**Cell outlines without signal wires**

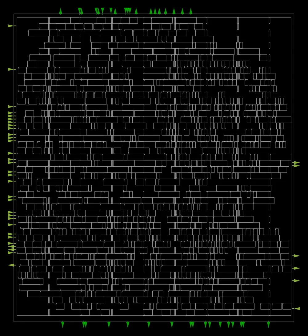
**Pin placement**

Bar = 20 µm. Pins as bars across the die edge, other pins in gray.
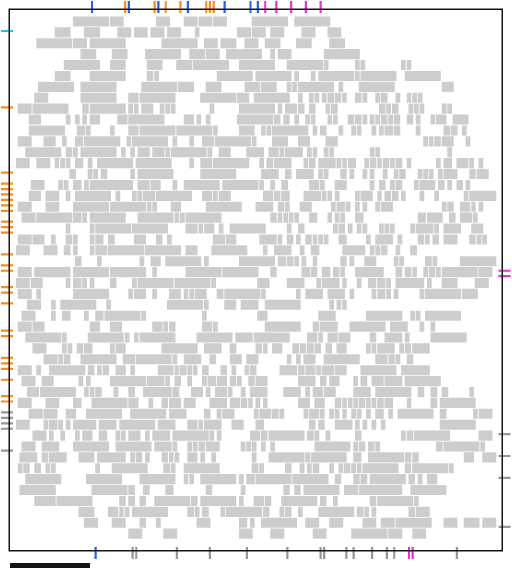
**A small window of the routed layout**

Window x 82 to 102, y 91 to 111 µm. Cells in gray, sequential cells in the stronger gray; small squares are vias.
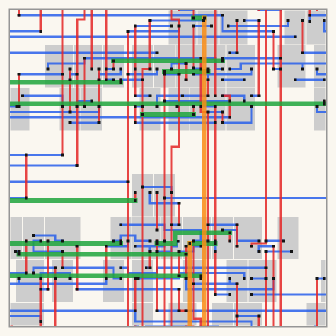
**Sizing map**

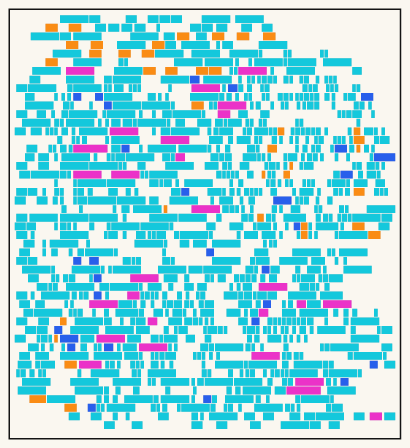
**Cell density map**

The die is cut into 12 by 13 equal tiles; white is low, dark blue is high, 0 to 100% covered.
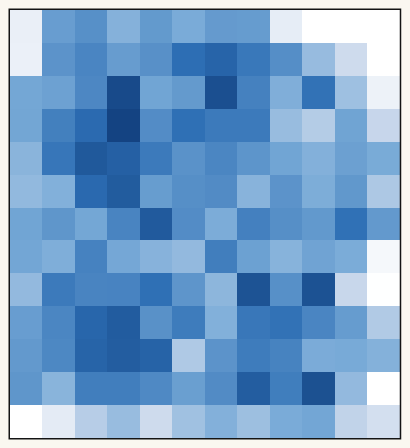
File: config.mk
export PLATFORM = sky130hd
export DESIGN_NAME = rns_fwd_conv_flat
export DESIGN_NICKNAME = d
export VERILOG_FILES = /design/src/rtl/rns_fwd_conv_if.sv /design/src/rtl/rns_fwd_conv.sv /design/src/flat_wrapper.sv
export SDC_FILE = /design/constraint.sdc
export NUM_CORES = 1
export LEC_CHECK = 0
export ABC_AREA = 1
export CAP_MARGIN = 20
export CORE_ASPECT_RATIO = 1.1
export CORE_UTILIZATION = 47
export DETAILED_ROUTE_END_ITERATION = 16
export GPL_ROUTABILITY_DRIVEN = 0
export PLACE_DENSITY_LB_ADDON = 0.1
export SYNTH_ARGS = -nofsm -noshare
export SYNTH_HDL_FRONTEND = slang
export SYNTH_SLANG_ARGS = --single-unit
File: constraint.sdc
create_clock -name clk -period 3.18 [get_ports clk]
set_input_delay 0.318 -clock clk [delete_from_list [all_inputs] [get_ports clk]]
set_output_delay 0.318 -clock clk [all_outputs]
set_load 0.05 [all_outputs]
File: src/rtl/rns_fwd_conv_if.sv
// Handshake bundle for the binary-to-residue forward converter.
// The slave side is the converter; the master side is whoever supplies operands and takes residues.
interface rns_fwd_conv_if #(
    parameter int N  = 8,
    parameter int XW = 32
);
    logic          in_valid;
    logic          in_ready;
    logic [XW-1:0] x;
    logic          out_valid;
    logic          out_ready;
    logic [N-1:0]  r1;
    logic [N-1:0]  r2;
    logic [N:0]    r3;
    logic [N:0]    r4;
    logic          busy;

    modport master (
        output in_valid, x, out_ready,
        input  in_ready, out_valid, r1, r2, r3, r4, busy
    );

    modport slave (
        input  in_valid, x, out_ready,
        output in_ready, out_valid, r1, r2, r3, r4, busy
    );
endinterface

File: src/rtl/rns_fwd_conv.sv
// Sequential binary-to-residue converter for {2^N-1, 2^N, 2^N+1, 2^(N+1)-1}.
// One chunk is folded into every accumulator per cycle, LSB first; results are canonicalised in FIX.
//
// state | meaning
// IDLE  | waiting for an operand, in_ready high
// FOLD  | folding chunk i into acc1/acc3/acc4, K cycles
// FIX   | canonicalise accumulators into r1..r4
// DONE  | residues valid, waiting for out_ready
module rns_fwd_conv #(
    parameter int N  = 8,
    parameter int XW = 32
) (
    input  logic              clk,
    input  logic              rst_n,
    rns_fwd_conv_if.slave     bus
);
    localparam int K1 = (XW + N - 1) / N;
    localparam int K4 = (XW + N) / (N + 1);
    localparam int K  = (K1 > K4) ? K1 : K4;
    localparam int CW = $clog2(K) + 1;

    localparam logic [CW-1:0]  C_LAST = CW'(K - 1);
    localparam logic [N+1:0]   C_M3   = {2'b01, {(N-1){1'b0}}, 1'b1};
    localparam logic [CW-1:0]  C_ONE  = CW'(1);

    typedef enum logic [1:0] {S_IDLE, S_FOLD, S_FIX, S_DONE} state_t;

    state_t        r_state;
    state_t        w_state_nxt;

    logic [XW-1:0] r_sh1;
    logic [XW-1:0] r_sh4;
    logic [N-1:0]  r_lo;
    logic [N-1:0]  r_acc1;
    logic [N:0]    r_acc3;
    logic [N:0]    r_acc4;
    logic [CW-1:0] r_cnt;
    logic [N-1:0]  r_r1;
    logic [N-1:0]  r_r2;
    logic [N:0]    r_r3;
    logic [N:0]    r_r4;

    logic          w_last;
    logic [N-1:0]  w_c1;
    logic [N:0]    w_c4;
    logic [N:0]    w_s1;
    logic [N-1:0]  w_acc1_nxt;
    logic [N+1:0]  w_s4;
    logic [N:0]    w_acc4_nxt;
    logic [N+1:0]  w_t3;
    logic [N:0]    w_acc3_nxt;

    assign w_last = (r_cnt == C_LAST);

    always_ff @(posedge clk or negedge rst_n) begin
        if (!rst_n) begin
            r_state <= S_IDLE;
        end else begin
            r_state <= w_state_nxt;
        end
    end

    always_comb begin
        w_state_nxt = r_state;
        case (r_state)
            S_IDLE:  if (bus.in_valid)  w_state_nxt = S_FOLD;
            S_FOLD:  if (w_last)        w_state_nxt = S_FIX;
            S_FIX:                      w_state_nxt = S_DONE;
            S_DONE:  if (bus.out_ready) w_state_nxt = S_IDLE;
            default:                    w_state_nxt = S_IDLE;
        endcase
    end

    assign bus.in_ready  = (r_state == S_IDLE);
    assign bus.out_valid = (r_state == S_DONE);
    assign bus.busy      = (r_state == S_FOLD) || (r_state == S_FIX);
    assign bus.r1        = r_r1;
    assign bus.r2        = r_r2;
    assign bus.r3        = r_r3;
    assign bus.r4        = r_r4;

    // acc3 alternates sign per chunk because 2^N == -1 mod 2^N+1.
    always_comb begin
        w_c1       = r_sh1[N-1:0];
        w_c4       = r_sh4[N:0];
        w_s1       = {1'b0, r_acc1} + {1'b0, w_c1};
        w_acc1_nxt = w_s1[N-1:0] + {{(N-1){1'b0}}, w_s1[N]};
        w_s4       = {1'b0, r_acc4} + {1'b0, w_c4};
        w_acc4_nxt = w_s4[N:0] + {{N{1'b0}}, w_s4[N+1]};
        if (r_cnt[0]) begin
            w_t3 = {1'b0, r_acc3} - {2'b00, w_c1};
            if (w_t3[N+1]) w_t3 = w_t3 + C_M3;
        end else begin
            w_t3 = {1'b0, r_acc3} + {2'b00, w_c1};
            if (w_t3 >= C_M3) w_t3 = w_t3 - C_M3;
        end
        w_acc3_nxt = w_t3[N:0];
    end

    always_ff @(posedge clk or negedge rst_n) begin
        if (!rst_n) begin
            r_sh1  <= '0;
            r_sh4  <= '0;
            r_lo   <= '0;
            r_acc1 <= '0;
            r_acc3 <= '0;
            r_acc4 <= '0;
            r_cnt  <= '0;
            r_r1   <= '0;
            r_r2   <= '0;
            r_r3   <= '0;
            r_r4   <= '0;
        end else begin
            case (r_state)
                S_IDLE: begin
                    if (bus.in_valid) begin
                        r_sh1  <= bus.x;
                        r_sh4  <= bus.x;
                        r_lo   <= bus.x[N-1:0];
                        r_acc1 <= '0;
                        r_acc3 <= '0;
                        r_acc4 <= '0;
                        r_cnt  <= '0;
                    end
                end
                S_FOLD: begin
                    r_acc1 <= w_acc1_nxt;
                    r_acc3 <= w_acc3_nxt;
                    r_acc4 <= w_acc4_nxt;
                    r_sh1  <= r_sh1 >> N;
                    r_sh4  <= r_sh4 >> (N + 1);
                    r_cnt  <= r_cnt + C_ONE;
                end
                // The all-ones value is the second encoding of zero for the 2^k-1 channels.
                S_FIX: begin
                    r_r1 <= (r_acc1 == {N{1'b1}})     ? '0 : r_acc1;
                    r_r2 <= r_lo;
                    r_r3 <= r_acc3;
                    r_r4 <= (r_acc4 == {(N+1){1'b1}}) ? '0 : r_acc4;
                end
                default: ;
            endcase
        end
    end
endmodule
File: src/flat_wrapper.sv
// flat-port wrapper written by rule: the top's interface ports become plain ports
module rns_fwd_conv_flat 
#(
    parameter int N  = 8,
    parameter int XW = 32
)
  (clk, rst_n, bus_in_valid, bus_x, bus_out_ready, bus_in_ready, bus_out_valid, bus_r1, bus_r2, bus_r3, bus_r4, bus_busy);
  rns_fwd_conv_if #(.N(N), .XW(XW)) bus_i ();
  input  logic clk;
  input  logic rst_n;
  input wire logic [$bits(bus_i.in_valid)-1:0] bus_in_valid;
  input wire logic [$bits(bus_i.x)-1:0] bus_x;
  input wire logic [$bits(bus_i.out_ready)-1:0] bus_out_ready;
  output wire logic [$bits(bus_i.in_ready)-1:0] bus_in_ready;
  output wire logic [$bits(bus_i.out_valid)-1:0] bus_out_valid;
  output wire logic [$bits(bus_i.r1)-1:0] bus_r1;
  output wire logic [$bits(bus_i.r2)-1:0] bus_r2;
  output wire logic [$bits(bus_i.r3)-1:0] bus_r3;
  output wire logic [$bits(bus_i.r4)-1:0] bus_r4;
  output wire logic [$bits(bus_i.busy)-1:0] bus_busy;
  assign bus_i.in_valid = bus_in_valid;
  assign bus_i.x = bus_x;
  assign bus_i.out_ready = bus_out_ready;
  assign bus_in_ready = bus_i.in_ready;
  assign bus_out_valid = bus_i.out_valid;
  assign bus_r1 = bus_i.r1;
  assign bus_r2 = bus_i.r2;
  assign bus_r3 = bus_i.r3;
  assign bus_r4 = bus_i.r4;
  assign bus_busy = bus_i.busy;
  rns_fwd_conv #(.N(N), .XW(XW)) u_core (.clk(clk), .rst_n(rst_n), .bus(bus_i));
endmodule
==> flow_summary_export.csv <==
group,metric,value,unit
cts,ctsResizeCount,0,
setup_path,crit_fanout,4,
synthesis,yosysWarnings,0,
layout,nNonClkInverters,133,
drt,met2_wirelength,8740,µm
synthesis,syn-instance-count,908,
synthesis,yosys.area.top_type_share,42.9,%
layout,numSequentialCells,129,
drt,remaining_drc_errors,0,
timing,slew_headroom,42.9,%
cts,clock-sinks,129,
setup_path,start_kind,"flip-flop",
drt,wire_length_per_cell_after_detailed_routing,15.2,µm
grt,grt_pass1_vias,5948,
cts,path_clk_slew,0.06,ns
timing,period_minus_slack,2.83,ns
layout,final.fill_count,1482,
min_path,min_path_type,"input pin to async pin",
setup_path,critical_path_cell_count,17,
placement,preCtsSetupSlack,0.308,ns
synthesis,largest_area_cell,"dfrtp_1",
synthesis,ff_type,"dfrtp_1",
synthesis,synthDistinctLibCells,41,
setup_path,r2r-end,"u_core.r_acc1[6]$_DFFE_PN0P_",
setup_path,cp_slowest_cell,"dfrtp_1",
floorplanning,boundary_pins,73,
grt,grt_antenna_before_repair,1,
synthesis,synthMostInstantiatedCell,"nand2_1",
layout,finish.net_count,1070,
cts,cts.htree.levels,4,
grt,groute.usage.overall,23.8,%
floorplanning,design.die.area,16500,µm²
synthesis,netlist_logic_family_top,"simple AND/OR/NAND/NOR gates",
synthesis,numSynthFlops,129,
timing,tcrit_tclk_final,88.9,%
status,status,"finished clean",
drt,met3RoutedLength,605,µm
cts,cts_hold_repair_buffers,1,
layout,final-instance-count-excl-fill,1197,
layout,largest_reg_flops,32,
Back to the opening pictures, 'cell outlines without signal wires':
core area: 15700 µm²
final core utilization: 58.2%

Back to the opening pictures, 'pin placement':
- cyan: clk (pins 1; direction input; edge west)
- magenta: bus_r3 (pins 9; direction output; edge 5 north, 2 south, 2 east)
- blue: bus_r2 (pins 8; direction output; edge 7 north, 1 south)
- orange: bus_x (pins 32; direction input; edge 25 west, 7 north)
Die Height: 135 µm
I/O Buffers: 72
die outline width: 123 µm

Back to the opening pictures, 'a small window of the routed layout':
- orange: met4
- blue: met1
- green: met3
- red: met2
- most frequent: nand2_1 (18), inv_1 (9), nand3_1 (9)
- cells with their middle in the window: 48
- sequential cells in the window: 0

Back to the opening pictures, 'sizing map':
- cyan: drive 1 or less (cells 903; share 91%)
- blue: drive 3 to 4 (cells 29; share 2.9%)
- orange: drive 2 (cells 38; share 3.8%)
- magenta: drive 6 and up (cells 27; share 2.7%)
post-route setup slack: 0.352 ns
non-clock buffer total of the final layout: 89
synth-to-layout area growth: 21.2%
summed area of non-filler cells in the final layout: 9130 µm²

Back to the opening pictures, 'cell density map':
- tiles over 75% full: 12%
- mean over tiles: 54%
- fullest tile: 92%
- densest ninth of the die: north
- emptiest ninth of the die: north-east
- nearly empty tiles: 4.5%
core utilization at floorplan: 48.1%

